==> config.mk <==
export PLATFORM = sky130hd
export DESIGN_NAME = jtag_ahb_bridge
export DESIGN_NICKNAME = d
export VERILOG_FILES = /design/src/rtl/jtag_ahb_bridge.sv
export SDC_FILE = /design/constraint.sdc
export NUM_CORES = 1
export LEC_CHECK = 0
export CORE_UTILIZATION = 34
export CTS_BUF_LIST = sky130_fd_sc_hd__clkbuf_16
export DETAILED_ROUTE_END_ITERATION = 10
export PLACE_DENSITY = 0.6
export SETUP_SLACK_MARGIN = 0.02
export SYNTH_ARGS = -nofsm -noshare
export SYNTH_HDL_FRONTEND = slang
export SYNTH_SLANG_ARGS = --single-unit
==> constraint.sdc <==
create_clock -name TCK -period 2.7 [get_ports TCK]
set_input_delay 0.81 -clock TCK [delete_from_list [all_inputs] [get_ports TCK]]
set_output_delay 0.81 -clock TCK [all_outputs]
set_load 0.05 [all_outputs]
==> src/rtl/jtag_ahb_bridge.sv <==
// JTAG TAP (IEEE 1149.1) driving single AHB-Lite transfers from Update-DR.
// Optional ADDR_AUTOINC_EN: address register steps by one word after each transfer.
module jtag_ahb_bridge #(
    parameter int          ADDR_WIDTH   = 32,
    parameter int          DATA_WIDTH   = 32,
    parameter int          IR_WIDTH     = 4,
    parameter logic [31:0] IDCODE_VALUE = 32'h1000_563D
) (
    input  logic                  TCK,
    input  logic                  RST,
    input  logic                  TMS,
    input  logic                  TDI,
    output logic                  TDO,
    input  logic                  HREADY,
    input  logic [DATA_WIDTH-1:0] HRDATA,
    input  logic                  HRESP,
    output logic                  HWRITE,
    output logic [1:0]            HTRANS,
    output logic [2:0]            HSIZE,
    output logic [ADDR_WIDTH-1:0] HADDR,
    output logic [DATA_WIDTH-1:0] HWDATA
);
    localparam int DR_W = (ADDR_WIDTH > 32) ? ADDR_WIDTH : 32;
    localparam logic [IR_WIDTH-1:0] OP_IDCODE = IR_WIDTH'(4'h8);
    localparam logic [IR_WIDTH-1:0] OP_ADDR   = IR_WIDTH'(4'h4);
    localparam logic [IR_WIDTH-1:0] OP_WDATA  = IR_WIDTH'(4'hC);
    localparam logic [IR_WIDTH-1:0] OP_RDATA  = IR_WIDTH'(4'h2);
    localparam logic [IR_WIDTH-1:0] OP_STATUS = IR_WIDTH'(4'hA);
    localparam logic [DR_W-1:0] M_BYP = DR_W'(1);
    localparam logic [DR_W-1:0] M_ID  = DR_W'(1) << 31;
    localparam logic [DR_W-1:0] M_AD  = DR_W'(1) << (ADDR_WIDTH - 1);
    localparam logic [DR_W-1:0] M_DT  = DR_W'(1) << (DATA_WIDTH - 1);
    localparam logic [2:0] HSIZE_C = (DATA_WIDTH == 8) ? 3'd0 : (DATA_WIDTH == 16) ? 3'd1 : 3'd2;

    typedef enum logic [3:0] {
        TLR, RTI, SEL_DR, CAP_DR, SH_DR, EX1_DR, PAU_DR, EX2_DR, UPD_DR,
        SEL_IR, CAP_IR, SH_IR, EX1_IR, PAU_IR, EX2_IR, UPD_IR
    } tap_e;
    typedef enum logic [1:0] {B_IDLE, B_ADDR, B_DATA} bus_e;
    typedef enum logic [2:0] {I_BYP, I_IDC, I_ADR, I_WD, I_RD, I_ST} sel_e;

    tap_e tap_q, tap_d;
    bus_e bus_q, bus_d;
    sel_e sel;

    logic [IR_WIDTH-1:0]   ir_q, ir_sr_q;
    logic [DR_W-1:0]       dr_q, dr_shift, cap_val, msb;
    logic [ADDR_WIDTH-1:0] addr_q;
    logic [DATA_WIDTH-1:0] wdata_q, rdata_q;
    logic                  write_q, bus_err_q, overrun_q;
    logic                  busy, done, upd_dr, req, collide;

    // TAP state machine
    always_ff @(posedge TCK) begin
        if (RST) tap_q <= TLR;
        else     tap_q <= tap_d;
    end

    always_comb begin
        tap_d = tap_q;
        case (tap_q)
            TLR:    tap_d = TMS ? TLR    : RTI;
            RTI:    tap_d = TMS ? SEL_DR : RTI;
            SEL_DR: tap_d = TMS ? SEL_IR : CAP_DR;
            CAP_DR: tap_d = TMS ? EX1_DR : SH_DR;
            SH_DR:  tap_d = TMS ? EX1_DR : SH_DR;
            EX1_DR: tap_d = TMS ? UPD_DR : PAU_DR;
            PAU_DR: tap_d = TMS ? EX2_DR : PAU_DR;
            EX2_DR: tap_d = TMS ? UPD_DR : SH_DR;
            UPD_DR: tap_d = TMS ? SEL_DR : RTI;
            SEL_IR: tap_d = TMS ? TLR    : CAP_IR;
            CAP_IR: tap_d = TMS ? EX1_IR : SH_IR;
            SH_IR:  tap_d = TMS ? EX1_IR : SH_IR;
            EX1_IR: tap_d = TMS ? UPD_IR : PAU_IR;
            PAU_IR: tap_d = TMS ? EX2_IR : PAU_IR;
            EX2_IR: tap_d = TMS ? UPD_IR : SH_IR;
            UPD_IR: tap_d = TMS ? SEL_DR : RTI;
            default: tap_d = TLR;
        endcase
    end

    always_comb begin
        TDO    = 1'b0;
        upd_dr = (tap_q == UPD_DR);
        if (tap_q == SH_IR)      TDO = ir_sr_q[0];
        else if (tap_q == SH_DR) TDO = dr_q[0];
    end

    // Undefined codes, including all-ones, fall through to BYPASS
    always_comb begin
        sel = I_BYP;
        if      (ir_q == OP_IDCODE) sel = I_IDC;
        else if (ir_q == OP_ADDR)   sel = I_ADR;
        else if (ir_q == OP_WDATA)  sel = I_WD;
        else if (ir_q == OP_RDATA)  sel = I_RD;
        else if (ir_q == OP_STATUS) sel = I_ST;
    end

    always_comb begin
        cap_val = '0;
        msb     = M_BYP;
        case (sel)
            I_IDC: begin cap_val = DR_W'(IDCODE_VALUE); msb = M_ID; end
            I_ADR: begin cap_val = DR_W'(addr_q);       msb = M_AD; end
            I_WD:  begin cap_val = DR_W'(wdata_q);      msb = M_DT; end
            I_RD:  begin cap_val = DR_W'(rdata_q);      msb = M_DT; end
            I_ST:  begin cap_val = DR_W'({overrun_q, bus_err_q, busy}); msb = M_DT; end
            default: ;
        endcase
        dr_shift = ((dr_q >> 1) & ~msb) | (TDI ? msb : '0);
    end

    // Bus state machine
    always_ff @(posedge TCK) begin
        if (RST) bus_q <= B_IDLE;
        else     bus_q <= bus_d;
    end

    always_comb begin
        bus_d = bus_q;
        case (bus_q)
            B_IDLE: if (req)    bus_d = B_ADDR;
            B_ADDR: if (HREADY) bus_d = B_DATA;
            B_DATA: if (HREADY) bus_d = B_IDLE;
            default: bus_d = B_IDLE;
        endcase
    end

    always_comb begin
        busy    = (bus_q != B_IDLE);
        done    = (bus_q == B_DATA) && HREADY;
        HTRANS  = (bus_q == B_ADDR) ? 2'b10 : 2'b00;
        HWRITE  = (bus_q == B_ADDR) && write_q;
        HADDR   = addr_q;
        HWDATA  = wdata_q;
        HSIZE   = HSIZE_C;
        req     = upd_dr && (sel == I_WD || sel == I_RD) && !busy;
        collide = upd_dr && (sel == I_WD || sel == I_RD || sel == I_ADR) && busy;
    end

    always_ff @(posedge TCK) begin
        if (RST) begin
            ir_q      <= OP_IDCODE;
            ir_sr_q   <= '0;
            dr_q      <= '0;
            addr_q    <= '0;
            wdata_q   <= '0;
            rdata_q   <= '0;
            write_q   <= 1'b0;
            bus_err_q <= 1'b0;
            overrun_q <= 1'b0;
        end else begin
            case (tap_q)
                CAP_IR: ir_sr_q <= IR_WIDTH'(1);
                SH_IR:  ir_sr_q <= {TDI, ir_sr_q[IR_WIDTH-1:1]};
                UPD_IR: ir_q    <= ir_sr_q;
                CAP_DR: dr_q    <= cap_val;
                SH_DR:  dr_q    <= dr_shift;
                default: ;
            endcase
            if (upd_dr && !busy) begin
                if (sel == I_ADR) addr_q  <= dr_q[ADDR_WIDTH-1:0];
                if (sel == I_WD)  wdata_q <= dr_q[DATA_WIDTH-1:0];
            end
            if (req) write_q <= (sel == I_WD);
            if (upd_dr && sel == I_ST) begin
                if (dr_q[2]) overrun_q <= 1'b0;
                if (dr_q[1]) bus_err_q <= 1'b0;
            end
            if (collide) overrun_q <= 1'b1;
            if (done) begin
                if (!write_q) rdata_q <= HRDATA;
                if (HRESP)    bus_err_q <= 1'b1;
`ifdef ADDR_AUTOINC_EN
                addr_q <= addr_q + ADDR_WIDTH'(DATA_WIDTH / 8);
`endif
            end
            // TLR entry wins over everything else; the bus transfer keeps running
            if (tap_d == TLR) ir_q <= OP_IDCODE;
            if (tap_d == TLR && tap_q != TLR) begin
                overrun_q <= 1'b0;
                bus_err_q <= 1'b0;
            end
        end
    end
endmodule

==> images/m1.png <==
The bar under the picture is 50 um long. Cells faint in the background.
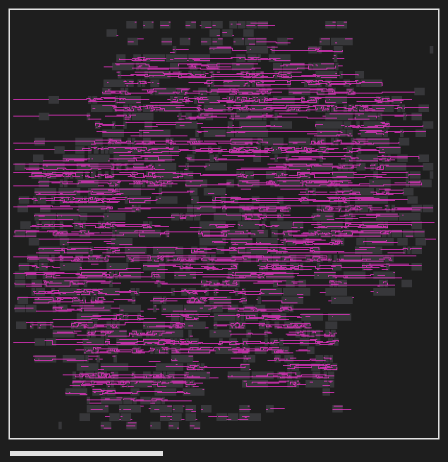
The layer holds 47% of the routed length. The wires run mostly horizontal. The layer carries 8,820 um of wire. The longest straight run is 46.0 um.

==> images/closeup.png <==
The bar under the picture is 5 um long. Window x 95 to 115, y 95 to 115 um. Cells in grey, sequential cells in the stronger grey; small squares are vias.
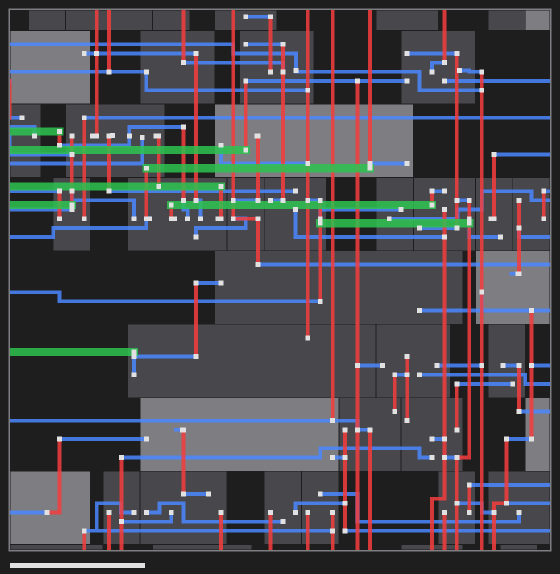
Green marks M3. Red marks M2. Blue marks M1.
Netlist names of flops here include `HWDATA` (1), `dr_q` (1). Sequential cells in the window: 2. Most frequent: nand2_1 (5). 27 logic cells have their middle in the window.

==> images/congestion_map.png <==
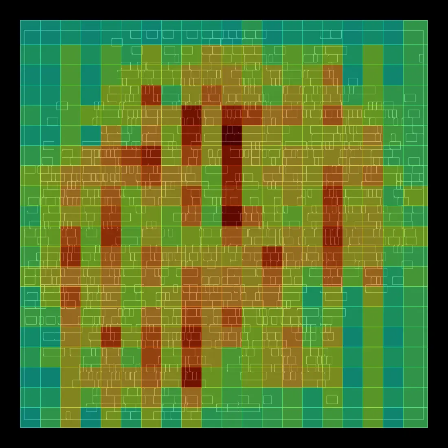
routed length per instance: 17.0 um
met3 Use GR: 0.0444
fin util: 0.457
Top Usage Layer GRT: met2
total global-route track usage: 0.197

==> results.yml <==
# flow metrics
final_timing:
  rsz0062_at_grt: "false"
  skew_ns: 0.00767
  clock.fmax_mhz: 391
  period_needed_ns: 2.56
  tns_ns: 0
  timing.final.crit_share: 0.948
  worst_pin_slew_ns: 0.731
  slew_viol_final: 0
  finalHoldViolCount: 0
  slew_headroom: 0.512
  setup_viol: 0
power_and_ir_drop:
  p_per_area_nw_per_um2: 555
  ir_worst_vdd_mv: 0.446
  leakagePower_nw: 2.79
synthesis:
  synth-simple-area-share: 0.223
  async_reset_ff_frac: 0
  ys_sh_xor: 0.00273
  flop_cell: "dfxtp_1"
  postSynthCellCount: 791
  yosysWarnings: 0
  ys_types: 51
  compound_area_frac: 0.245
  synth_area_per_cell_um2: 8.12
  synthTopLogicFamily: "AND-OR/OR-AND gates"
  yosysCellCount: 791
  syn_area_um2: 6420
  edf_count: 0
  ys_seq_frac: 0.452
  ys_seq_elements: 145
  ys_sh_adder: 0
  synthMuxAreaShare: 0.0113
  ys_chip_area_um2: 6420
floorplan:
  die_w_um: 139
  core_um2: 18200
  fp_util: 0.353
  fp-row-count: 49
  dieHeight_um: 139
  dieArea_um2: 19400
  io_pins: 109
cts:
  clock_sinks: 145
  clk_pin_slew_worst_paths_ns: 0.06
  cts-root-buf: "clkbuf_16"
  cts.repair_timing.setup_buffer_count: 0
  numCtsBuffers: 17
  cts_tree: "done"
  htree_levels: 4
  clkLatencyLatePin_ns: 0.42
  clk_path_buf_depth: 2
final_layout:
  n_antenna_cell: 0
  logic_area_um2: 3170
  final_cell_area_um2: 8320
  area_growth_pct: 29.5
  drive_gt1_frac: 0.159
  fillers: 1736
  ff_latch_area_um2: 2910
  nets: 912
critical_path:
  crit_fanout: 14
  start_kind: "register"
  required_ns: 1.89
  worstPathArrival_ns: 1.75
  cp-end-kind: "output port"
  critPathKind: "reg -> out"
global_routing:
  grt_pass1_vias: 5470
  antenna_found_initial: 0
  grt_first_pass_wirelength_mm: 30.1
  grt_max_degree: 60
  grt.overflow.total: 0
detailed_routing:
  vias: 5872
  wirelength_mm: 18.9
  postRouteAntennaNets: 0
  drtPass1Iterations: 7
  route.detailed.drc: 0
  viasPerCell: 5.27
  drtIter0Drc: 732
placement:
  hpwl_mm: 12.4
  place_area_um2: 7740
  gp_congestion: 0.755
  io_buffers: 104
flow_run:
  max_cap_violations: 0
  warnings: 26
outcome:
  status: "finished clean"
min_path:
  hp-class: "reg -> reg"
==> images/route_heat.png <==
28 x 28 tiles, from white (low) to dark blue (high), scaled to the fullest tile. Values are wire area over tile area, all layers added.
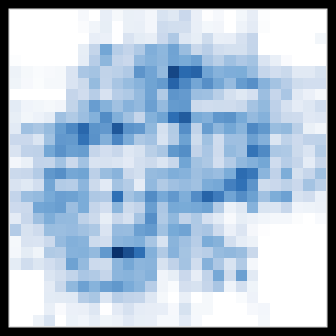
19% of the tiles are nearly empty. The densest ninth of the die: centre. The mean over all tiles is 0.16. The emptiest ninth of the die: south-east. 14% of the tiles are over half the peak.

==> images/layers.png <==
The bar under the picture is 50 um long. Two of the layers only.
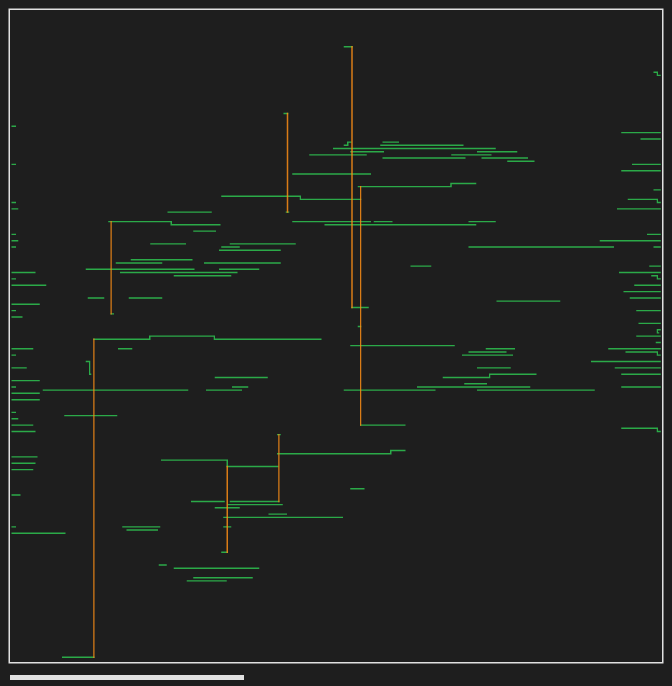
Orange marks M4, wire length 248 um. Green marks M3, wire length 1,230 um.

[power breakdown]
group,switching (W),internal (W)
logic,0.000106,0.0000798
registers,0.0000133,0.00215
clock network,0.000920,0.00135
total,0.00104,0.00358
[flip-flops by register name, summed over array words and instances (netlist names)]
name       cells
bus_q          2
dr_q          32
write_q        1
overrun_q      1
ir_sr_q        4
tap_q          4
rdata_q       32
HADDR         32
bus_err_q      1
HWDATA        32
ir_q           4
[kinds of logic (layout without fill, tap and decap cells)]
logic type,after synthesis,in the layout
DFF,145,145
muxes,7,7
xor gates and xnor gates,2,2
AOI/OAI and AO/OA,209,209
buffers and inverters,88,181
and+or+nand+nor,338,338
other,2,4
[routing by layer]
layer	track usage	part of all wire	vias up
met3	0.0444	0.065	16
li1	-	-	2893
met4	0.0632	0.013	0
met2	0.303	0.46	225
met5	0	0	-
met1	0.273	0.47	2738
[metrics by stage]
step                hold WS (ns)   util  power [W]  cells  setup WS, ns
CTS                        0.456  0.456    0.00466   1115        0.0625
detailed placement         0.448  0.425    0.00239   1084         0.296
global route               0.473  0.457    0.00477   1115        0.0479
finish                     0.454  0.457    0.00462   1115         0.140
global placement           0.442  0.425    0.00239   1084         0.340
floorplan                  0.436      -    0.00231    793         0.198
[cell usage in the layout (no fill, tap or decap), types with 7 or more instances in the layout]
master           Yosys  final
a21oi_1             52     52
inv_1               13     14
nand2_1            245    245
nor2_1              46     44
buf_4                7     32
o21ai_0              7      7
clkdlybuf4s50_1      0    100
nor2b_1              7      7
dfxtp_1            145    143
clkbuf_16            0     17
a21oi_2             59     59
a222oi_1            31     31
o22ai_1              8      8
a22oi_1             32     32
nand2b_1            13     13
[worst max-delay path, stage by stage (launching register included)]
cell and delay [ns]:
dfxtp_1 0.62, nand2b_1 0.26, nor2_2 0.08, a22o_1 0.22, buf_12 0.16
[cells in the mapped netlist, types with 3 or more instances]
library cell	instances	share of area
o22ai_1	8	0.0078
buf_4	7	0.0082
nand2b_1	13	0.013
a31oi_1	3	0.0029
a222oi_1	31	0.048
o21a_1	3	0.0035
buf_2	7	0.0055
dfxtp_1	145	0.45
buf_1	3	0.0018
a21oi_1	52	0.041
a22oi_1	32	0.037
o21ai_0	7	0.0055
and2_1	3	0.0029
nor4b_2	3	0.0070
nand2_1	245	0.14
nor3_1	5	0.0039
nor2b_1	7	0.0068
buf_6	7	0.012
a21oi_2	59	0.080
nor2_1	46	0.027
mux2i_1	5	0.0078
clkbuf_1	51	0.030
inv_1	13	0.0076
[final timing paths]
| check | cells after the start | slack, ns | startpoint | to |
|---|---|---|---|---|
| hold / removal | 2 | 0.45 | rdata_q[15] | rdata_q[15] |
| hold reg to reg | 2 | 0.45 | rdata_q[15] | rdata_q[15] |
| setup / recovery | 4 | 0.14 | tap_q[2] | TDO |
| setup reg to reg | 7 | 0.45 | tap_q[0] | HWDATA[17] |
[timing repair]
item | 4_1_cts | 5_1_grt
gates resized | 1 | 2
hold buffers | 0 | 0
setup endpoints to repair | 1 | 1
[cell type report]
type                       instances  share of cell area
clock buffer                      17              0.0512
clock inverter                    14              0.0172
inverter                          13             0.00587
multi-input combinational        560               0.381
sequential                       145               0.349
tap                              229              0.0345
timing repair buffer             137               0.161
No activity file was given, so power comes from the tool's default toggle rates.
